congestion.png
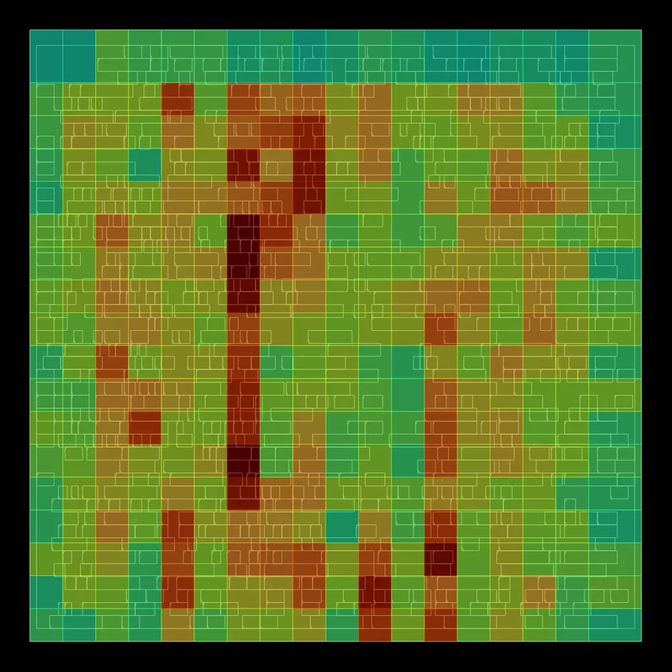
metal_density.png
Bar = 50 um. 26 x 26 tiles, from black (low) to pale yellow (high), scaled to the fullest tile. Values are wire area over tile area, all layers added.
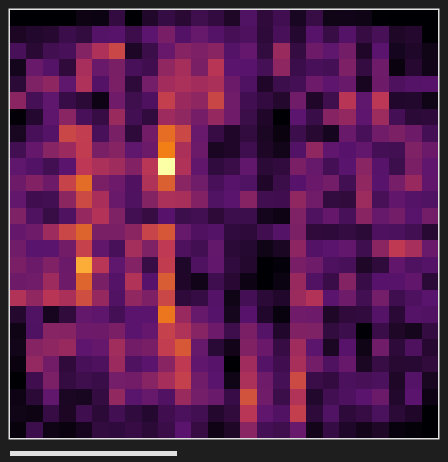
layer_met1.png
Bar = 50 um.
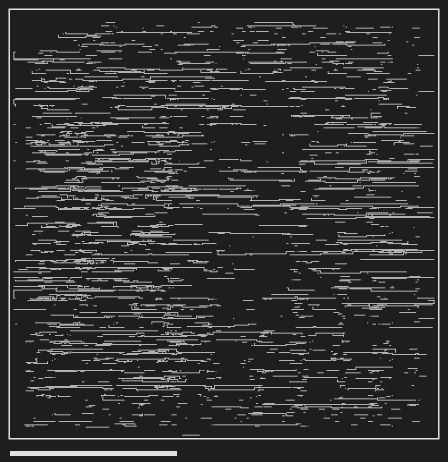
[src/rtl/ifetch_pkg.sv]
// Shared types and constants for the instruction-fetch sequencer.
package ifetch_pkg;

    typedef enum logic {
        IDLE = 1'b0,
        RUN  = 1'b1
    } fetch_state_t;

    localparam logic [31:0] PC_STEP          = 32'd4;
    localparam logic [31:0] NOP_INSTR        = 32'h0000_0013;
    localparam logic [31:0] DEFAULT_RESET_PC = 32'h0000_0000;

    typedef struct packed {
        logic [31:0] pc;
        logic [31:0] instr;
    } fetch_entry_t;

    function automatic logic [31:0] align_pc(input logic [31:0] pc);
        return {pc[31:2], 2'b00};
    endfunction

endpackage

[src/rtl/fetch_fifo.sv]
// Prefetch FIFO holding {pc, instr} pairs; flush outranks push and pop.
module fetch_fifo
    import ifetch_pkg::*;
#(
    parameter  int unsigned DEPTH = 2,
    localparam int unsigned PW    = $clog2(DEPTH),
    localparam int unsigned CW    = $clog2(DEPTH) + 1
) (
    input  logic          clk,
    input  logic          rst_n,
    input  logic          push,
    input  logic          pop,
    input  logic          flush,
    input  fetch_entry_t  wr_data,
    output fetch_entry_t  head,
    output logic          full,
    output logic          empty,
    output logic [CW-1:0] count
);

    fetch_entry_t  storage [DEPTH];
    logic [PW-1:0] rd_ptr;
    logic [PW-1:0] wr_ptr;
    logic          do_pop;
    logic          do_push;

    assign empty   = (count == '0);
    assign full    = (count == CW'(DEPTH));
    assign head    = storage[rd_ptr];
    // A pop frees the slot being written, so push is legal when full with pop.
    assign do_pop  = pop & ~empty;
    assign do_push = push & (~full | do_pop);

    always_ff @(posedge clk) begin
        if (!rst_n) begin
            rd_ptr <= '0;
            wr_ptr <= '0;
            count  <= '0;
            for (int unsigned i = 0; i < DEPTH; i++) begin
                storage[i] <= '0;
            end
        end else if (flush) begin
            rd_ptr <= '0;
            wr_ptr <= '0;
            count  <= '0;
        end else begin
            if (do_push) begin
                storage[wr_ptr] <= wr_data;
                wr_ptr          <= wr_ptr + PW'(1);
            end
            if (do_pop) begin
                rd_ptr <= rd_ptr + PW'(1);
            end
            count <= count + CW'(do_push) - CW'(do_pop);
        end
    end

endmodule

[src/rtl/ifetch_ctrl.sv]
// Instruction-fetch sequencer: owns the PC, reads imem and feeds decode via a prefetch FIFO.
module ifetch_ctrl
    import ifetch_pkg::*;
#(
    parameter logic [31:0] RESET_PC = DEFAULT_RESET_PC,
    parameter int unsigned DEPTH    = 2
) (
    input  logic        clk,
    input  logic        rst_n,
    input  logic        fetch_en,
    input  logic        redirect_valid,
    input  logic [31:0] redirect_pc,
    output logic [31:0] imem_addr,
    output logic        imem_en,
    input  logic [31:0] imem_data,
    output logic        out_valid,
    input  logic        out_ready,
    output logic [31:0] out_instr,
    output logic [31:0] out_pc
);

    localparam int unsigned CW = $clog2(DEPTH) + 1;

    fetch_state_t  state;
    logic [31:0]   fetch_pc;
    logic          push;
    logic          pop;
    logic          fifo_full;
    logic          fifo_empty;
    logic [CW-1:0] fifo_count;
    fetch_entry_t  fifo_head;
    fetch_entry_t  fifo_wr;

    assign out_valid = ~fifo_empty;
    assign pop       = out_valid & out_ready;
    assign push      = (state == RUN) & ~redirect_valid & (~fifo_full | pop);
    assign imem_en   = push;
    assign imem_addr = fetch_pc;
    assign fifo_wr   = '{pc: fetch_pc, instr: imem_data};
    assign out_instr = fifo_head.instr;
    assign out_pc    = fifo_head.pc;

    fetch_fifo #(
        .DEPTH (DEPTH)
    ) u_fifo (
        .clk     (clk),
        .rst_n   (rst_n),
        .push    (push),
        .pop     (pop),
        .flush   (redirect_valid),
        .wr_data (fifo_wr),
        .head    (fifo_head),
        .full    (fifo_full),
        .empty   (fifo_empty),
        .count   (fifo_count)
    );

    always_ff @(posedge clk) begin
        if (!rst_n) begin
            state    <= IDLE;
            fetch_pc <= RESET_PC;
        end else begin
            state <= fetch_en ? RUN : IDLE;
            if (redirect_valid) begin
                fetch_pc <= align_pc(redirect_pc);
            end else if (push) begin
                fetch_pc <= fetch_pc + PC_STEP;
            end
        end
    end

    count_bounded: assert property (@(posedge clk) disable iff (!rst_n)
        fifo_count <= CW'(DEPTH));

endmodule

[config.mk]
export PLATFORM = sky130hd
export DESIGN_NAME = ifetch_ctrl
export DESIGN_NICKNAME = d
export VERILOG_FILES = /design/src/rtl/ifetch_pkg.sv /design/src/rtl/fetch_fifo.sv /design/src/rtl/ifetch_ctrl.sv
export SDC_FILE = /design/constraint.sdc
export NUM_CORES = 1
export LEC_CHECK = 0
export CORE_UTILIZATION = 47
export DETAILED_ROUTE_END_ITERATION = 10
export PLACE_DENSITY_LB_ADDON = 0.1
export SYNTH_ARGS = -nofsm -noshare
export SYNTH_HDL_FRONTEND = slang
export SYNTH_HIERARCHICAL = 1
export SYNTH_SLANG_ARGS = --single-unit
[constraint.sdc]
create_clock -name clk -period 9.7 [get_ports clk]
set_clock_uncertainty 0.15 [all_clocks]
set_input_delay 1.455 -clock clk [delete_from_list [all_inputs] [get_ports clk]]
set_output_delay 1.455 -clock clk [all_outputs]
set_load 0.1 [all_outputs]
==> metrics.cfg <==
[status]
status=complete, no violations

[final_timing]
max_freq_mhz=172
slew_headroom_pct=31.5
hold_viol=0
setup_violations=0
rsz0062_at_grt=false
finalCriticalPeriod_ns=5.82

[floorplanning]
die_area_um2=16500
fp_util_pct=48.8
fp-row-count=45
core_um2=15400

[power]
p_leak_nw=3.56
power_density_nw_per_um2=174
ir_drop_v=0.000116
power_mw=1.70

[synth]
synth_top_cell_by_count=and2_1
mux_area_share_pct=9.73
top_logic_kind=simple AND/OR/NAND/NOR gates
yosys.cell_types.count=41
top_cells_by_count=131 x and2_1, 128 x edfxtp_1, 64 x mux2_2

[hold_path]
holdPathStages=2

[critical_path]
r2r_cells=6
cp_slowest_stage_delay_ns=1.23

[clock_network]
htreeDepth=4

[place]
hpwl_um=9950
gp_congestion=0.778

[final_layout]
layout.nets=799

-- congestion.png (at the start) --
met2 usage: 35.0%
routed len/inst: 17.0 um

-- metal_density.png (at the start) --
densest ninth of the die: west
mean over tiles: 0.16
nearly empty tiles: 3.3%
fullest tile: 0.65
tiles over half the peak: 5.3%
DR vias: 4929
GRT Util Overall: 20.7%
routed wire length: 16200 um

-- layer_met1.png (at the start) --
longest straight run: 33.6 um
wire length on this layer: 6950 um
share of all routed wire: 43%
routing usage on met1: 24.7%

## where the power goes
group | internal, mW | total, mW | switching [mW]
logic | 0.0769 | 0.280 | 0.204
registers | 0.786 | 0.808 | 0.0214
clock network | 0.337 | 0.613 | 0.276
total | 1.20 | 1.70 | 0.501
## cell families (layout without fill, tap and decap cells)
family | Yosys count | after routing
buffers and inverters | 41 | 203
xor gates and xnor gates | 28 | 28
adders and majority gates | 2 | 2
DFF | 164 | 164
muxes | 65 | 65
AOI/OAI and AO/OA | 70 | 70
other | 1 | 6
and+or+nand+nor | 203 | 203
## flip-flops by register name (all words and copies together) (netlist names), named ones only
name and count:
imem_addr 30, state 1, u_fifo/count 2, u_fifo/rd_ptr 1, u_fifo/storage 128, u_fifo/wr_ptr 1
## per-layer routing
| layer | up-vias | track usage [%] | routed length, um |
|---|---|---|---|
| li1 | 2366 | - | - |
| met1 | 2377 | 24.7 | 6950 |
| met2 | 148 | 35.0 | 8000 |
| met3 | 38 | 5.28 | 788 |
| met4 | 0 | 9.76 | 469 |
| met5 | - | 0 | 0 |
## path summary, 6_finish.rpt
| check | start | end | slack, ns |
|---|---|---|---|
| max | out_ready | imem_en | 3.88 |
| min | u_fifo/rd_ptr$_SDFFE_PP0N_ | u_fifo/rd_ptr$_SDFFE_PP0N_ | 0.37 |
| max reg2reg | u_fifo/count[0]$_SDFF_PP0_ | u_fifo/storage[0][56]$_SDFFCE_PN0P_ | 6.34 |
| min reg2reg | u_fifo/rd_ptr$_SDFFE_PP0N_ | u_fifo/rd_ptr$_SDFFE_PP0N_ | 0.37 |
## area by class of cell
class                   count  area, um2
clock buffers              19        443
clock inverters            13        103
fillers                  1200       5570
inverters                   5       18.8
multi-input cells         374       2750
flip-flops and latches    164       4570
well taps                 211        264
repair buffers            166       1650
Power and IR drop assume default switching activity.
